`src/rtl/duck_vga_pkg.sv`:
```
`default_nettype none
// ============================================================================
//  Module      : duck_vga_pkg
//  Description : Shared VGA timing constants, colour/state/sprite types for the
//                sprite layer scheduler.
//  Revision    : 1.0 - initial release
// ============================================================================
package duck_vga_pkg;

    localparam int H_ACTIVE = 640;
    localparam int V_ACTIVE = 480;
    localparam int H_TOTAL  = 800;
    localparam int V_TOTAL  = 525;
    localparam int COORD_W  = 10;

    typedef logic [5:0] color_t;

    typedef enum logic [1:0] {
        WAIT_FRAME = 2'd0,
        ACTIVE     = 2'd1,
        VBLANK     = 2'd2
    } sched_state_t;

    typedef struct packed {
        logic               en;
        logic [COORD_W-1:0] x;
        logic [COORD_W-1:0] y;
    } sprite_pos_t;

endpackage
`default_nettype wire

```
`src/rtl/sprite_hit_test.sv`:
```
`default_nettype none
// ============================================================================
//  Module      : sprite_hit_test
//  Description : Bounding-box test of one sprite against the current pixel,
//                plus the sprite-local row/column offsets.
//  Revision    : 1.0 - initial release
// ============================================================================
module sprite_hit_test
    import duck_vga_pkg::*;
#(
    parameter int SPRITE_W = 32,
    parameter int SPRITE_H = 32
) (
    input  sprite_pos_t                   pos_i,
    input  logic [9:0]                    hor_i,
    input  logic [9:0]                    ver_i,
    output logic                          hit_o,
    output logic [$clog2(SPRITE_H)-1:0]   row_o,
    output logic [$clog2(SPRITE_W)-1:0]   col_o
);

    localparam int CW = $clog2(SPRITE_W);
    localparam int RW = $clog2(SPRITE_H);

    logic [10:0] w_h;
    logic [10:0] w_v;
    logic [10:0] w_x0;
    logic [10:0] w_y0;
    logic [10:0] w_x1;
    logic [10:0] w_y1;

    // 11-bit compare so a sprite near the right/bottom edge never wraps to column 0
    assign w_h  = {1'b0, hor_i};
    assign w_v  = {1'b0, ver_i};
    assign w_x0 = {1'b0, pos_i.x};
    assign w_y0 = {1'b0, pos_i.y};
    assign w_x1 = w_x0 + 11'(SPRITE_W);
    assign w_y1 = w_y0 + 11'(SPRITE_H);

    assign hit_o = pos_i.en && (w_h >= w_x0) && (w_h < w_x1)
                            && (w_v >= w_y0) && (w_v < w_y1);
    assign col_o = CW'(hor_i - pos_i.x);
    assign row_o = RW'(ver_i - pos_i.y);

endmodule
`default_nettype wire

```
`src/rtl/sprite_layer_scheduler.sv`:
```
`default_nettype none
// ============================================================================
//  Module      : sprite_layer_scheduler
//  Description : Per-pixel priority arbitration of NUM_SPRITES sprites onto one
//                bitmap ROM port; vblank-only position updates, 2-cycle latency.
//                Optional macro COLLISION_DETECT_EN adds a sticky collision flag.
//  Revision    : 1.0 - initial release
// ============================================================================
module sprite_layer_scheduler
    import duck_vga_pkg::*;
#(
    parameter int         NUM_SPRITES = 4,
    parameter int         SPRITE_W    = 32,
    parameter int         SPRITE_H    = 32,
    parameter int         H_ACTIVE    = 640,
    parameter int         V_ACTIVE    = 480,
    parameter logic [5:0] TRANSP      = 6'h3F,
    parameter int         ROM_AW      = 12
) (
    input  logic              clk,
    input  logic              rst_n,
    input  logic [9:0]        hor_count,
    input  logic [9:0]        ver_count,
    input  logic [5:0]        bg_color,
    input  logic              upd_valid,
    output logic              upd_ready,
    input  logic [1:0]        upd_idx,
    input  logic [9:0]        upd_x,
    input  logic [9:0]        upd_y,
    input  logic              upd_en,
    output logic [ROM_AW-1:0] rom_addr,
    input  logic [5:0]        rom_data,
    output logic [5:0]        rgb_out,
    output logic              sprite_hit,
`ifdef COLLISION_DETECT_EN
    output logic              collision,
`endif
    output logic              frame_start
);

    localparam int          IDX_W = (NUM_SPRITES > 1) ? $clog2(NUM_SPRITES) : 1;
    localparam int          CW    = $clog2(SPRITE_W);
    localparam int          RW    = $clog2(SPRITE_H);
    localparam logic [10:0] H_LIM = 11'(H_ACTIVE);
    localparam logic [10:0] V_LIM = 11'(V_ACTIVE);

    sched_state_t           state_q;
    sched_state_t           state_d;
    sprite_pos_t            shadow_q [NUM_SPRITES];
    sprite_pos_t            active_q [NUM_SPRITES];
    sprite_pos_t            w_pos    [NUM_SPRITES];
    logic [RW-1:0]          w_row    [NUM_SPRITES];
    logic [CW-1:0]          w_col    [NUM_SPRITES];
    logic [NUM_SPRITES-1:0] w_hit;

    logic                   w_frame_start;
    logic                   w_commit;
    logic                   w_xfer;
    logic                   w_visible;
    logic                   w_any_hit;
    logic [IDX_W-1:0]       w_sel;
    logic [RW-1:0]          w_row_sel;
    logic [CW-1:0]          w_col_sel;
    logic                   w_sprite_px;
    logic [ROM_AW-1:0]      rom_addr_d;

    logic                   hit_q;
    logic                   visible_q;
    logic [5:0]             bg_q;
    logic [ROM_AW-1:0]      rom_addr_q;
    logic [5:0]             rgb_q;
    logic                   sprite_hit_q;
    logic                   frame_start_q;

    assign w_frame_start = (hor_count == 10'd0) && (ver_count == 10'd0);
    assign w_visible     = ({1'b0, hor_count} < H_LIM) && ({1'b0, ver_count} < V_LIM);
    assign w_xfer        = upd_valid && upd_ready;

    always_ff @(posedge clk) begin
        if (!rst_n) begin
            state_q <= WAIT_FRAME;
        end else begin
            state_q <= state_d;
        end
    end

    always_comb begin
        state_d = state_q;
        case (state_q)
            WAIT_FRAME: if (w_frame_start)                  state_d = ACTIVE;
            ACTIVE:     if ({1'b0, ver_count} == V_LIM)     state_d = VBLANK;
            VBLANK:     if (w_frame_start)                  state_d = ACTIVE;
            default:                                        state_d = WAIT_FRAME;
        endcase
    end

    // Frame start blocks the handshake, so a shadow write never races the commit
    always_comb begin
        upd_ready = (state_q == VBLANK) && !w_frame_start;
        w_commit  = (state_q != ACTIVE) && w_frame_start;
    end

    always_ff @(posedge clk) begin
        if (!rst_n) begin
            for (int i = 0; i < NUM_SPRITES; i++) begin
                shadow_q[i] <= '0;
                active_q[i] <= '0;
            end
        end else begin
            for (int i = 0; i < NUM_SPRITES; i++) begin
                if (w_xfer && (upd_idx == 2'(i))) begin
                    shadow_q[i] <= {upd_en, upd_x, upd_y};
                end
                if (w_commit) begin
                    active_q[i] <= shadow_q[i];
                end
            end
        end
    end

    generate
        for (genvar g = 0; g < NUM_SPRITES; g++) begin : g_sprite
            // Pixel (0,0) already sees the positions being committed on that cycle
            assign w_pos[g] = w_commit ? shadow_q[g] : active_q[g];

            sprite_hit_test #(
                .SPRITE_W (SPRITE_W),
                .SPRITE_H (SPRITE_H)
            ) u_hit (
                .pos_i (w_pos[g]),
                .hor_i (hor_count),
                .ver_i (ver_count),
                .hit_o (w_hit[g]),
                .row_o (w_row[g]),
                .col_o (w_col[g])
            );
        end
    endgenerate

    always_comb begin
        w_sel     = '0;
        w_row_sel = '0;
        w_col_sel = '0;
        w_any_hit = 1'b0;
        for (int i = NUM_SPRITES - 1; i >= 0; i--) begin
            if (w_hit[i]) begin
                w_sel     = IDX_W'(i);
                w_row_sel = w_row[i];
                w_col_sel = w_col[i];
                w_any_hit = 1'b1;
            end
        end
        w_any_hit  = w_any_hit && w_visible;
        rom_addr_d = w_any_hit ? ROM_AW'({w_sel, w_row_sel, w_col_sel}) : '0;
    end

    assign w_sprite_px = hit_q && (rom_data != TRANSP);

    always_ff @(posedge clk) begin
        if (!rst_n) begin
            hit_q         <= 1'b0;
            visible_q     <= 1'b0;
            bg_q          <= '0;
            rom_addr_q    <= '0;
            rgb_q         <= '0;
            sprite_hit_q  <= 1'b0;
            frame_start_q <= 1'b0;
        end else begin
            hit_q         <= w_any_hit;
            visible_q     <= w_visible;
            bg_q          <= bg_color;
            rom_addr_q    <= rom_addr_d;
            sprite_hit_q  <= w_sprite_px;
            rgb_q         <= w_sprite_px ? rom_data : (visible_q ? bg_q : 6'd0);
            frame_start_q <= w_commit;
        end
    end

    assign rom_addr    = rom_addr_q;
    assign rgb_out     = rgb_q;
    assign sprite_hit  = sprite_hit_q;
    assign frame_start = frame_start_q;

`ifdef COLLISION_DETECT_EN
    logic collision_q;
    logic w_coll;

    assign w_coll = w_visible && w_hit[0] && (|w_hit[NUM_SPRITES-1:1]);

    always_ff @(posedge clk) begin
        if (!rst_n) begin
            collision_q <= 1'b0;
        end else if (w_commit) begin
            collision_q <= 1'b0;
        end else if (w_coll) begin
            collision_q <= 1'b1;
        end
    end

    assign collision = collision_q;
`endif

endmodule
`default_nettype wire

```
`config.mk`:
```
export PLATFORM = sky130hd
export DESIGN_NAME = sprite_layer_scheduler
export DESIGN_NICKNAME = d
export VERILOG_FILES = /design/src/rtl/duck_vga_pkg.sv /design/src/rtl/sprite_hit_test.sv /design/src/rtl/sprite_layer_scheduler.sv
export SDC_FILE = /design/constraint.sdc
export NUM_CORES = 1
export LEC_CHECK = 0
export CORE_ASPECT_RATIO = 0.75
export CORE_MARGIN = 3
export CORE_UTILIZATION = 60
export DETAILED_ROUTE_END_ITERATION = 12
export GPL_ROUTABILITY_DRIVEN = 0
export PLACE_DENSITY = 0.81
export SLEW_MARGIN = 5
export SYNTH_ARGS = -nofsm -noshare
export SYNTH_HDL_FRONTEND = slang
export SYNTH_SLANG_ARGS = --single-unit
```
`constraint.sdc`:
```
create_clock -name clk -period 8.2 [get_ports clk]
set_clock_uncertainty 0.2 [all_clocks]
set_input_delay 0.82 -clock clk [delete_from_list [all_inputs] [get_ports clk]]
set_output_delay 0.82 -clock clk [all_outputs]
set_load 0.01 [all_outputs]
```
**Supply network**

(3 px per um) Pins as bars on the die edge. Tap cells in grey.
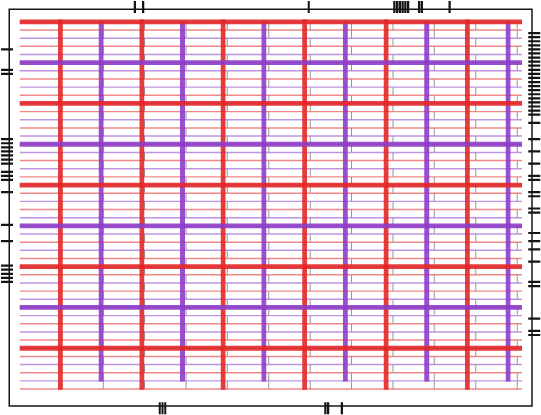
| colour | net |
|---|---|
| red | VSS |
| purple | VDD |
met1 rails: 46
met4 straps: 12
Die Ht: 131.8 um
CORE AREA: 20490 um^2
Peak supply drop: 0.1422 mV
die width: 173.7 um

**Cells coloured by class**

(3 px per um) Fill, decap, tap and diode cells in grey.
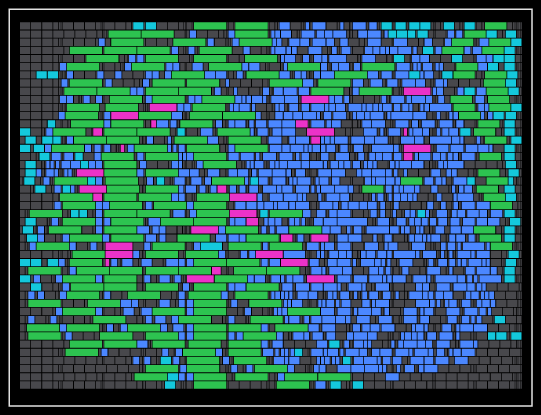
| colour | class | cells | share of their area |
|---|---|---|---|
| cyan | other buffers and delay cells | 98 | 6.7% |
| green | flops | 198 | 40% |
| blue | all other logic | 909 | 49% |
| magenta | clock drivers and dummy loads | 31 | 3.9% |
cell area after layout: 14320 um^2
fraction of area in registers: 39.41%
row count: 45
fin util: 69.89%

**Clock network drawn from the DEF**

(2 px per um)
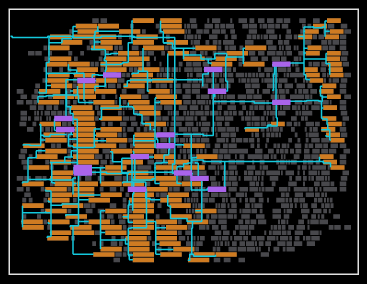
[orange] flip-flops | count: 198
[cyan] clock wires | length: 2210 um
[purple] cells driving clock nets | count: 17
flops lie: spread over the die
routed clock nets: 18
Clk pwr share: 35.1%
Skew-Pair Late Insertion Delay: 0.44 ns
Clock group: 0.790 mW

**Signal wires by layer**

(3 px per um)
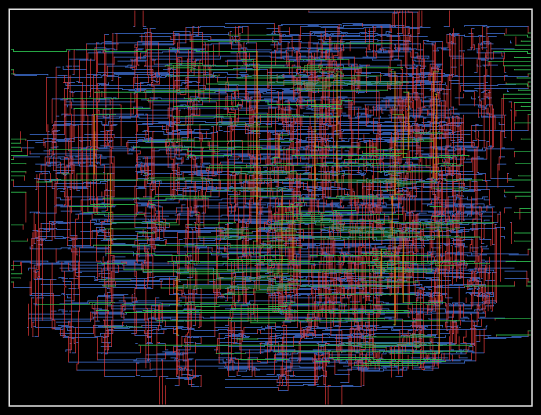
| colour | layer | wire length |
|---|---|---|
| red | met2 | 13000 um |
| orange | met4 | 501 um |
| green | met3 | 4830 um |
| blue | met1 | 15000 um |
Tot GR Track Use: 28.93%
DR WL/cell: 21.95 um
total wire length: 33330 um

**Track usage over the die**

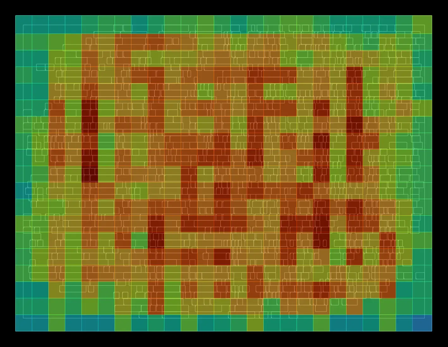
grt met3 use: 10.02%
gr busiest metal: met1
M1 GR Usage: 45.38%
grt met2 use: 38.39%

==> flow_metrics.py <==
# Synthesis and PnR figures
metrics = {
    "route": {
        "topRoutingLayerUsed": "met4",
        "dr.pass1.iters": 6,
        "ant_nets": 0,
    },
    "worst_setup_path": {
        "path_max_fanout": 28,
        "regToRegStartpoint": "state_q[1]$_SDFFE_PN0P_",
        "required_ns": 8.35,
        "cp_num_buf_inv": 4,
    },
    "floorplanning": {
        "ios": 79,
    },
    "cts": {
        "tritoncts": "yes",
        "h-tree-depth": 4,
        "cts_sinks": 198,
        "cts_buffer_depth": 2,
    },
    "job": {
        "maxCapViolCount": 0,
        "warnings": 34,
    },
    "logic_synthesis": {
        "synthFlopType": "edfxtp_1",
        "avgSynthCellArea_um2": 10.98,
        "async_reset_ff_share_pct": 0,
        "edf_count": 168,
        "ys_cells": 1153,
    },
    "final_layout": {
        "mi_logic_area_um2": 6666,
        "fin_nets": 1416,
        "n_fill_cell": 1485,
        "layout-drive-gt1-share_pct": 7.929,
    },
    "final_timing": {
        "whs_ns": 0.2419,
        "maxSlewHeadroom_pct": 24.81,
        "worstMarginPinSlew_ns": 1.128,
        "fin_crit_sh_pct": 82.58,
    },
    "placement": {
        "port_buffers": 78,
    },
    "outcome": {
        "status": "completed",
    },
    "power": {
        "leakage_nw": 6.116,
    },
    "worst_hold_path": {
        "min_to": "rgb_out[1]$_SDFF_PN0_",
    },
}
==> cell families after synthesis <==
family / Yosys count / share of synthesized area, %
simple gates: 422 / 18.47
flops: 198 / 44.60
compound gates: 178 / 10.32
fa+ha+maj: 134 / 13.72
buf+inv: 93 / 2.936
mux: 89 / 7.255
xor+xnor: 39 / 2.698
==> area by class of cell <==
| cell class | count | share of cell area, % |
|---|---|---|
| inverter | 47 | 1.232 |
| timing repair buffer | 98 | 6.551 |
| clock inverter | 13 | 0.8036 |
| multi-input combinational | 862 | 46.54 |
| clock buffer | 18 | 2.996 |
| sequential | 198 | 39.41 |
| tap | 282 | 2.463 |
==> flip-flops by register name (all words and copies together), names as in the netlist <==
signal       cells
active_q        84
bg_q             6
frame_start      1
hit_q            1
rgb_out          6
rom_addr        12
shadow_q        84
sprite_hit       1
state_q          2
visible_q        1
Power is estimated from default activity; no workload was simulated.
